===== src/rtl/layer3_out_pipe_stage.sv =====
// layer3_out_pipe_stage: registered valid/ready stage between the layer-3
// neuron LUTs and the layer-4 input. A 2-entry skid buffer (main + skid)
// lets s_ready, m_valid and m_data all come straight from flops while still
// sustaining one transfer per clock.
// Optional feature macro: LAYER_PIPE_PERF_CNT_EN (saturating transfer and
// stall counters on perf_xfer_cnt / perf_stall_cnt).
module layer3_out_pipe_stage #(
    parameter int unsigned W = 8
`ifdef LAYER_PIPE_PERF_CNT_EN
    , parameter int unsigned CNT_W = 16
`endif
) (
    input  logic             clk,
    input  logic             rst_n,
    input  logic             flush,
    input  logic             s_valid,
    output logic             s_ready,
    input  logic [W-1:0]     s_data,
    output logic             m_valid,
    input  logic             m_ready,
    output logic [W-1:0]     m_data
`ifdef LAYER_PIPE_PERF_CNT_EN
    ,
    output logic [CNT_W-1:0] perf_xfer_cnt,
    output logic [CNT_W-1:0] perf_stall_cnt
`endif
);

    typedef enum logic [1:0] {
        ST_EMPTY = 2'd0,
        ST_ONE   = 2'd1,
        ST_FULL  = 2'd2
    } state_e;

    state_e         state_q, state_d;
    logic [W-1:0]   main_q, main_d;
    logic [W-1:0]   skid_q, skid_d;
    logic           s_ready_q, s_ready_d;
    logic           m_valid_q, m_valid_d;
    logic           in_xfer;
    logic           out_xfer;

    // Handshakes are qualified by the registered ready/valid, never by
    // anything combinational from the other side.
    assign in_xfer  = s_valid & s_ready_q;
    assign out_xfer = m_valid_q & m_ready;

    assign s_ready  = s_ready_q;
    assign m_valid  = m_valid_q;
    assign m_data   = main_q;

    // Next-state and data-path selection; flush overrides every handshake.
    always_comb begin
        state_d = state_q;
        main_d  = main_q;
        skid_d  = skid_q;
        if (flush) begin
            state_d = ST_EMPTY;
        end else begin
            unique case (state_q)
                ST_EMPTY: begin
                    if (in_xfer) begin
                        state_d = ST_ONE;
                        main_d  = s_data;
                    end
                end
                ST_ONE: begin
                    if (in_xfer && out_xfer) begin
                        main_d  = s_data;
                    end else if (in_xfer) begin
                        state_d = ST_FULL;
                        skid_d  = s_data;
                    end else if (out_xfer) begin
                        state_d = ST_EMPTY;
                    end
                end
                ST_FULL: begin
                    if (out_xfer) begin
                        state_d = ST_ONE;
                        main_d  = skid_q;
                    end
                end
                default: begin
                    state_d = ST_EMPTY;
                end
            endcase
        end
        // Flag flops are loaded from the next state so they match the state
        // register on every cycle without decoding it combinationally.
        m_valid_d = (state_d != ST_EMPTY);
        s_ready_d = (state_d != ST_FULL);
    end

    // State, data and handshake flag registers with asynchronous clear.
    always_ff @(posedge clk or negedge rst_n) begin
        if (!rst_n) begin
            state_q   <= ST_EMPTY;
            main_q    <= '0;
            skid_q    <= '0;
            s_ready_q <= 1'b0;
            m_valid_q <= 1'b0;
        end else begin
            state_q   <= state_d;
            main_q    <= main_d;
            skid_q    <= skid_d;
            s_ready_q <= s_ready_d;
            m_valid_q <= m_valid_d;
        end
    end

`ifdef LAYER_PIPE_PERF_CNT_EN
    logic [CNT_W-1:0] xfer_cnt_q, xfer_cnt_d;
    logic [CNT_W-1:0] stall_cnt_q, stall_cnt_d;
    logic             stall;

    assign stall          = m_valid_q & ~m_ready;
    assign perf_xfer_cnt  = xfer_cnt_q;
    assign perf_stall_cnt = stall_cnt_q;

    // Saturating counter updates; flush zeroes both.
    always_comb begin
        xfer_cnt_d  = xfer_cnt_q;
        stall_cnt_d = stall_cnt_q;
        if (flush) begin
            xfer_cnt_d  = '0;
            stall_cnt_d = '0;
        end else begin
            if (out_xfer && (xfer_cnt_q != '1)) begin
                xfer_cnt_d = xfer_cnt_q + CNT_W'(1);
            end
            if (stall && (stall_cnt_q != '1)) begin
                stall_cnt_d = stall_cnt_q + CNT_W'(1);
            end
        end
    end

    // Counter registers with asynchronous clear.
    always_ff @(posedge clk or negedge rst_n) begin
        if (!rst_n) begin
            xfer_cnt_q  <= '0;
            stall_cnt_q <= '0;
        end else begin
            xfer_cnt_q  <= xfer_cnt_d;
            stall_cnt_q <= stall_cnt_d;
        end
    end
`endif

endmodule

===== config.mk =====
export PLATFORM = sky130hd
export DESIGN_NAME = layer3_out_pipe_stage
export DESIGN_NICKNAME = d
export VERILOG_FILES = /design/src/rtl/layer3_out_pipe_stage.sv
export SDC_FILE = /design/constraint.sdc
export NUM_CORES = 1
export LEC_CHECK = 0
export CAP_MARGIN = 20
export CORE_AREA = 2 2 50 52
export CTS_CLUSTER_DIAMETER = 100
export DETAILED_ROUTE_END_ITERATION = 6
export DIE_AREA = 0 0 52 54
export MAX_ROUTING_LAYER = met4
export PLACE_DENSITY = 0.7
export SETUP_SLACK_MARGIN = 0.02
export SLEW_MARGIN = 0
export SYNTH_ARGS = -nofsm -noshare
export SYNTH_HDL_FRONTEND = slang
export SYNTH_SLANG_ARGS = --single-unit

===== constraint.sdc =====
create_clock -name clk -period 1.56 [get_ports clk]
set_clock_uncertainty 0.2 [all_clocks]
set_input_delay 0.39 -clock clk [delete_from_list [all_inputs] [get_ports clk]]
set_output_delay 0.39 -clock clk [all_outputs]
set_load 0.03 [all_outputs]

**Run 1: close-up of the layout**

Region (26, 28) to (51, 53) µm. Cells in gray, sequential cells in the stronger gray; small squares are vias.
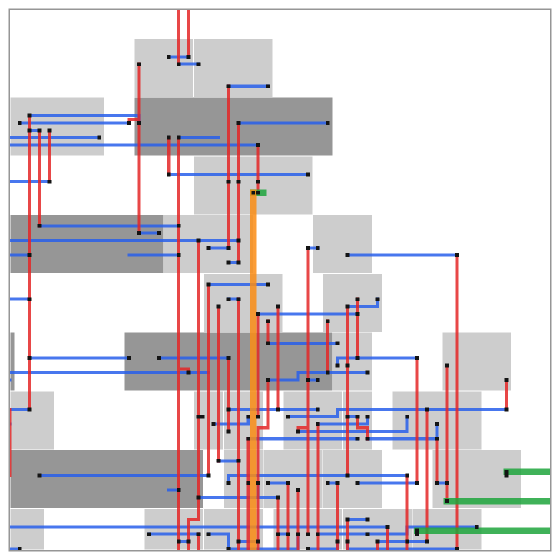
met2: marked red. met1: marked blue. met4: marked orange. met3: marked green.
Sequential cells in the window: 4. Most frequent: buf_4 (7), dfrtp_1 (3). 28 logic cells have their middle in the window.

**Run 1: sequential cells colored by netlist name**

Scale: 10 px per µm.
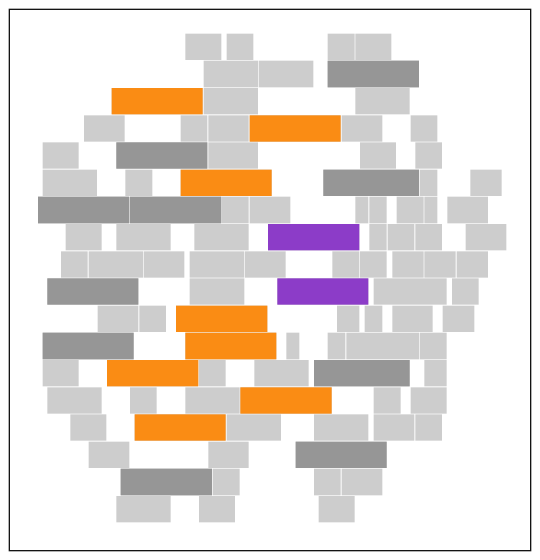
state_q: marked purple, sequential cells 2. m_data: marked orange, sequential cells 8.
Another 10 sequential cells are not colored.
area taken by flip-flops and latches: 503 µm²
utilization after layout: 58.2%
power in sequential cells: 0.786 mW
Seq area share: 37.3%

==> results.txt, run 1 <==
Synthesis and place-and-route results.

- Dividing the synthesized area by the synthesized cell count gives 14.2 µm².
- Summing over the stages, the warning tally comes to 29.
- The worst-path maximum fanout is 4.
- Across the placement rows, the number of tap cells is 30.
- The number of cells on the worst reg-to-reg path is 4.
- The post-route setup TNS is -2.65 ns.
- The worst min-delay path category is in2async.
- The per-cell via count in the routed design is 5.02.
- Per the finish-stage timing summary, setup violations number 18.
- The global-route usage over all layers is 15.3%.
- The number of iterations in the first detailed-routing pass is 4.
- The run finished, with violations left.
- For this run, the leading register cell type out of synthesis is dfrtp_1.
- The cell with the largest stage delay on the worst path is dfrtp_1.
- In this run the worst setup path begins at state_q[0].
- The distinct cell type count after synthesis is 19.
- The worst setup path category is reg2reg.
- The maximum frequency from static timing analysis is 0.568 GHz.
- The CTS tree is yes.
- For reference, the critical path cell chain is nand4b_1, a211oi_4, buf_6, mux2_4.
- Counting only logic cells after layout, the most numerous master is dfrtp_1.
- In this run the core area contains 18 standard-cell rows.
- STA puts the critical path data required time at 1.55 ns.
- The worst IR drop on VDD is 0.000850 V.
- The synthesized netlist devotes 0% of its cell area to adder and majority cells.
- Following the worst setup path forward leads to its endpoint at m_data[7].
- The port buffer count is 22.
- In this run, the synthesized area fraction spent on and/or/nand/nor cells is recorded as 7.46%.
- The initial detailed-routing violation count is 5.
- The final setup slack of the worst path is -0.201 ns.
- The diode insertion count for antenna repair is 0.
- The fraction of final layout cells with drive strength greater than 1 is 55.0%.
- The initial standard-cell utilization of the core is 39.1%.
- Overall power consumption after layout is estimated at 1.81 mW.
- The most common logic cells in the final layout are dfrtp_1, buf_4, mux2_4, clkdlybuf4s50_1, mux2_2.
- The die is 52 µm wide.
- The final reports fail on setup timing.
- Counting flops with a built-in enable in the synthesized netlist gives 0.
- The number of CTS-inserted buffers is 3.
- The number of fill cells is 205.
- CTS reports a maximum clock tree buffer depth of 2.
**Run 1: gate families picked out**

Scale: 4 px per µm.
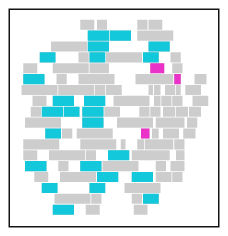
multiplexers: marked cyan, cells 24, most used mux2_4. NOR gates: marked magenta, cells 3.

-- run 1: metrics by stage --
stage               hold WS (ns)  setup WS (ns)
finish                     0.223         -0.201
floorplan                 -0.106         -0.180
CTS                        0.227         -0.167
global route               0.241         -0.260
global placement           0.281         -0.616
detailed placement         0.289         -0.625
-- run 1: routing by layer --
metal	wire (µm)	vias up	share of wire, %	track usage, %
met5	0	-	0	-
met4	45	0	2.3	5.26
met3	75	5	3.8	2.78
met2	894	20	46	23.6
met1	938	320	48	20.2
li1	-	307	-	-
-- run 1: power breakdown --
| part | leakage [nW] | internal, mW | total, mW | switching, mW |
|---|---|---|---|---|
| combinational | 0.371 | 0.411 | 0.727 | 0.316 |
| clock | 0.0210 | 0.142 | 0.294 | 0.152 |
| sequential | 0.237 | 0.688 | 0.786 | 0.0975 |
| total | 0.629 | 1.24 | 1.81 | 0.566 |
-- run 1: kinds of logic after synthesis --
| family | Yosys count |
|---|---|
| multiplexers | 24 |
| flip-flops | 20 |
| AND/OR/NAND/NOR | 10 |
| AND-OR/OR-AND | 7 |
| buffers and inverters | 3 |
-- run 1: repair_timing --
| item | 4_1_cts | 5_1_grt |
|---|---|---|
| hold endpoints to repair | 0 | 0 |
| hold buffers | 0 | 0 |
| gates resized | 19 | 9 |
| pin swaps | 4 | 1 |
| buffers inserted | 1 | 2 |
| setup endpoints to repair | 19 | 18 |
-- run 1: worst max-delay path, delay by kind of cell, from the launching register on --
kind / cells / cell delay, ns
buffers and inverters: 1 / 0.17
AND/OR/NAND/NOR: 1 / 0.24
AND-OR/OR-AND: 1 / 0.33
flip-flops: 1 / 0.43
multiplexers: 1 / 0.30
-- run 1: registers in the layout, indices dropped and copies added, names as in the netlist --
name	flops
m_valid	1
s_ready	1
state_q	2
skid_q	8
m_data	8
## Run 2: what changed since run 1
--- a/config.mk
+++ b/config.mk
@@ -6,12 +6,14 @@
 export NUM_CORES = 1
 export LEC_CHECK = 0
 export CAP_MARGIN = 20
-export CORE_AREA = 2 2 50 52
+export CELL_PAD_IN_SITES_DETAIL_PLACEMENT = 1
+export CELL_PAD_IN_SITES_GLOBAL_PLACEMENT = 1
+export CORE_AREA = 2 2 55 57
 export CTS_CLUSTER_DIAMETER = 100
 export DETAILED_ROUTE_END_ITERATION = 6
-export DIE_AREA = 0 0 52 54
+export DIE_AREA = 0 0 57 59
 export MAX_ROUTING_LAYER = met4
-export PLACE_DENSITY = 0.7
+export PLACE_DENSITY_LB_ADDON = 0.1
 export SETUP_SLACK_MARGIN = 0.02
 export SLEW_MARGIN = 0
 export SYNTH_ARGS = -nofsm -noshare
**Run 2: metal 1**

Scale: 4 px per µm.
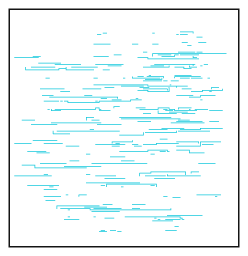
The layer holds 48% of the routed length. The longest straight run is 20.2 µm. The layer carries 959 µm of wire. The wires run mostly horizontal.
total number of vias: 660
Detailed Route WL: 2.00 mm

**Run 2: routing congestion map**

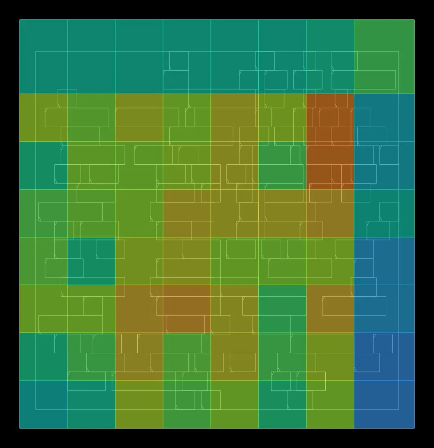
utilization after layout: 50.7%
WL/cell: 15.0 µm
total global routing track utilization: 13.2%
global routing met3 resource utilization: 3.06%
met2 GRT Util: 20.2%

**Run 2: gate families picked out**

Scale: 4 px per µm.
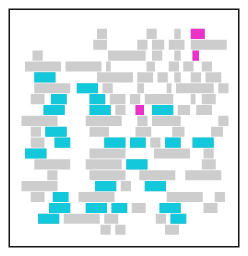
multiplexers: marked cyan, cells 24, most used mux2_4. NOR gates: marked magenta, cells 3.

==> run 2 against run 1 <==
  * The run still ends with setup timing left
  * Fmax up 0.25%
  * Wire length grew 2.6%
  * First-iteration DRC count increased by 120%
  * Core utilization fell by 7.5 points
  * Combinational power hardly changed
  * Setup slack better by 0.0044 ns
  * Clock power is 3% higher
  * Synthesized area is the same
  * Synthesized cell count did not move
  * Register-to-register slack about the same
  * Power increased by 0.64%
  * Critical path type unchanged
  * Largest power group unchanged
==> results.txt, run 2 <==
Synthesis and place-and-route results.

- The worst IR drop on VDD is 0.000730 V (was 0.000850 V).
- The critical path buffer and inverter count is 1 (unchanged).
- The number of setup violations in the final report is 16 (was 18).
- The wire length on met3 is 86 µm (was 75 µm).
- The number of iterations in the first detailed-routing pass is 2 (was 4).
- The worst setup path category is reg2reg (unchanged).
- The final-layout worst hold slack is 0.215 ns (was 0.223 ns).
- The post-route total power was 1.82 mW (was 1.81 mW).
- The critical path required time is 1.55 ns (about the same).
- The highest routed metal layer is met4 (unchanged).
- Violations in the final reports: setup timing (unchanged).
- Status: finished, violations left (unchanged).
- The quantity of hold-fixing buffers added after cts came to 0 (unchanged).
- The met1 demand-to-capacity share in global routing is 17.2% (was 20.2%).
- The number of CTS-inserted buffers is 3 (unchanged).
- The most crowded layer after global routing is met2 (unchanged).
- The number of rows created at floorplan is 19 (was 18).
- The final setup slack of the worst path is -0.197 ns (was -0.201 ns).
- The worst-path maximum fanout is 4 (unchanged).
- The warning total across the stage logs was 29 (unchanged).
- The maximum frequency from static timing analysis is 0.569 GHz (was 0.568 GHz).
- The distinct cell type count after synthesis is 19 (unchanged).
- The cell family with the largest share of critical-path delay is flip-flops (unchanged).
- The fraction of final layout cells with drive strength greater than 1 was 56.3% (was 55.0%).
- The maximum buffer depth of the clock tree is 2 (unchanged).
- The post-route setup TNS is -2.63 ns (was -2.65 ns).
- The diode insertion count for antenna repair is 0 (unchanged).
- The per-cell via count in the routed design is 4.93 (was 5.02).
- The most frequently used flop master after synthesis is dfrtp_1 (unchanged).
- The length of routed met2 wiring was 945 µm (was 894 µm).
- Most frequent logic cells in the routed design: buf_4, dfrtp_1, mux2_4, clkdlybuf4s50_1, mux2_2 (was dfrtp_1, buf_4, mux2_4, clkdlybuf4s50_1, mux2_2).
- The CTS tree is yes (unchanged).
- The initial standard-cell utilization of the core is 33.4% (was 39.1%).
- The number of enable-type register cells in the synthesized netlist is 0 (unchanged).
- The initial detailed-routing violation count is 11 (was 5).
- The worst min-delay path category was in2async (unchanged).
-- run 2: repair_timing --
| item | CTS | global route |
|---|---|---|
| buffers inserted | 1 | 3 |
| endpoints found under the setup margin | 18 | 19 |
| resized | 14 | 14 |
| cloned | 0 | 0 |
| pin swaps | 3 | 0 |
-- run 2: report_power, final --
group          switching, mW  internal, mW  leakage [nW]
Combinational          0.311         0.418         0.385
Sequential            0.0989         0.688         0.237
Clock                  0.160         0.142        0.0210
-- run 2: worst paths after layout --
check | start | endpoint | slack [ns] | cells after the start
hold / removal | rst_n | skid_q[7] | 0.21 | 2
setup reg to reg | state_q[0] | m_data[4] | -0.20 | 4
min in group clk | skid_q[1] | skid_q[1] | 0.32 | 1
hold reg to reg | skid_q[1] | skid_q[1] | 0.32 | 1
max in group asynchronous | rst_n | m_valid | 0.72 | 2
setup / recovery | state_q[0] | m_data[4] | -0.20 | 4
-- run 2: worst register-to-register path: stages (launching register included) --
cell,delay [ns]
dfrtp_1,0.44
nand4b_1,0.25
a211oi_4,0.30
buf_6,0.17
mux2_4,0.30
-- run 2: area by class of cell --
cell class / count / area, µm²
Multi-Input combinational cell: 41 / 477
Timing Repair Buffer: 36 / 313
Clock buffer: 4 / 36.3
Fill cell: 285 / 1340
Inverter: 2 / 7.51
Sequential cell: 20 / 503
Tap cell: 31 / 38.8
-- run 2: metrics by stage --
stage	utilization, %	setup slack, ns
2_1_floorplan	-	-0.180
3_3_place_gp	44.8	-0.622
3_5_place_dp	44.8	-0.645
4_1_cts	47.9	-0.194
5_1_grt	50.7	-0.259
6_report	50.7	-0.197
-- run 2: kinds of logic after synthesis --
family | count (synthesis) | share of synthesized area (%)
muxes | 24 | 29.8
and+or+nand+nor | 10 | 7.46
buffers and inverters | 3 | 1.38
DFF | 20 | 55.2
AOI/OAI and AO/OA | 7 | 6.08
Power and IR drop assume default switching activity.
